**Sequential cells grouped by signal name**

Other sequential cells in the stronger grey, the rest of the logic in the fainter grey.
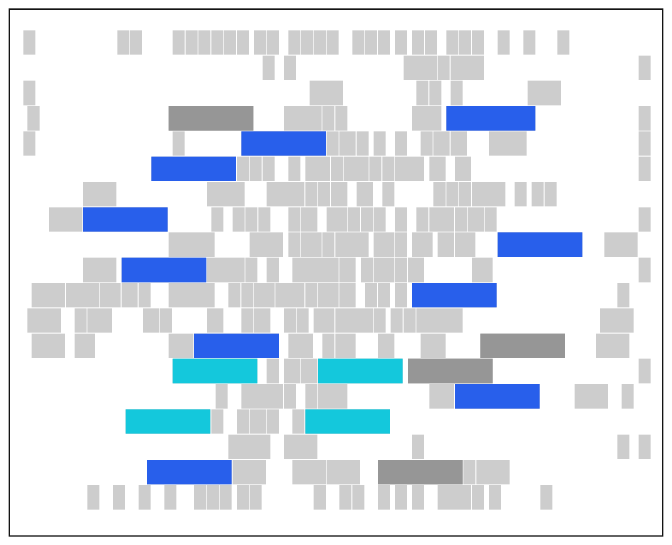
**Wiring by layer**

The bar under the picture is 20 um long.
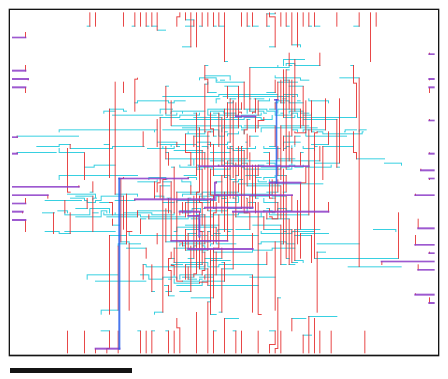
**Pin map**

Pins as bars across the die edge, other pins in grey.
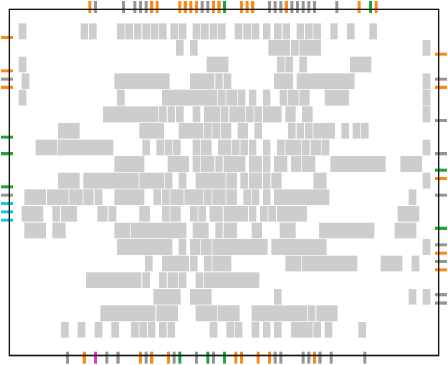
Design control_sequencer_flat, sky130hd; sources not shown.
==> ci_impl_report.md <==
## Synthesis and layout report

| Metric | Value |
|---|---|
| Effective utilization at floorplan | 45.8% |
| Crit path max-delay cell type | dfstp_2 |
| Largest area contributor in the netlist | buf_4 |
| Synthesized flop and latch total | 18 |
| Setup bufs post-CTS | 0 |
| Async S/R FF share, synth | 100% |
| Mapped cell area | 0.00160 mm^2 |
| GRT overflow | 0 |
| Status | completed |
| Mux frac, synth | 0% |
| Clk buf depth | 2 |
| Io pins | 86 |
| Hold Path Class | reg2reg |
| Distinct lib cells used | 30 |
| Placed insts | 272 |
| CTS Hold Bufs | 0 |
| Worst path top cell family by delay | flip-flops |
| Largest register FFs | 10 |
| Syn-to-layout area delta | 4.85% |
| Rows | 19 |
| Pre-CTS worst setup slack | 1.84 ns |
| Hold depth | 1 |
| Finished Layout Cells | around 280 |
| DRC viols | 0 |
## Picture notes: 'sequential cells grouped by signal name'
colour	name in the netlist	flops
cyan	u_core.r_to	4
blue	u_core.bus.state	10
not coloured	4
flop share of the area: 26.9%
P_seq: 0.212 mW
post-layout util: 48.0%
Flop area: 452 um^2

## Picture notes: 'wiring by layer'
colour	layer	wire length
cyan	M1	1,180 um
blue	M4	41.5 um
red	M2	1,320 um
purple	M3	185 um
Total GRT Usage: 14.0%
detailed-route wire length per cell: 9.88 um
drt total wl: 2.73 mm
routed vias: 1,175

## Picture notes: 'pin map'
colour	port	pins	direction	edge
orange	bus_cycle_cnt	32	output	15 top, 9 bottom, 5 right, 3 left
green	bus_state	10	output	3 left, 3 bottom, 2 top, 2 right
magenta	clk	1	input	bottom
cyan	bus_func	3	input	left
all pins by edge	33 top, 27 bottom, 15 right, 11 left
Die W: 70.2 um
IO Port Bufs: 21
die y size: 56.5 um

## final cells by class
cell class,count,area (um^2)
clock buffers,4,55.1
inverters,26,100
multi-input cells,165,807
repair buffers,21,210
flip-flops and latches,18,452
well taps,42,52.6
fillers,356,1820
## where the power goes
group	switching, mW	total [mW]	internal [mW]
clock	0.0745	0.176	0.102
sequential	0.000282	0.212	0.212
combinational	0.0427	0.0533	0.0106
## metal layers
metal | global-route usage (%) | up-vias | share of wire (%)
li1 | - | 577 | -
met1 | 18.4 | 540 | 43
met2 | 22.0 | 54 | 48
met3 | 3.77 | 4 | 6.7
met4 | 5.43 | 0 | 1.5
met5 | 0 | - | 0
## per-stage QoR
| step | power, mW | instance area, um^2 |
|---|---|---|
| 2_1_floorplan | 0.306 | 1840 |
| 3_3_place_gp | 0.268 | 1620 |
| 3_5_place_dp | 0.268 | 1620 |
| 4_1_cts | 0.442 | 1680 |
| 5_1_grt | 0.460 | 1680 |
| 6_report | 0.441 | 1680 |
## cells by family after synthesis
kind of cell    Yosys count
simple gates             83
fa+ha+maj                 2
xor+xnor                  2
compound gates           13
other cells               1
flops                    18
buf+inv                  90
## cell usage in the layout (no fill, tap or decap), drive strengths merged
master         count
clkbuf             4
clkdlybuf4s50     21
o221ai             1
dfstp              1
a21oi              3
inv               26
nor4               1
nand2             27
xnor2              1
dfrtp             17
or2                1
nor3               2
conb              65
nor3b              2
o211ai             2
ha                 2
xor2               1
nor2              29
nand3b             3
o21ai              5
o31ai              1
o2111ai            1
nand3             14
nand4              4
Power and IR drop assume default switching activity.
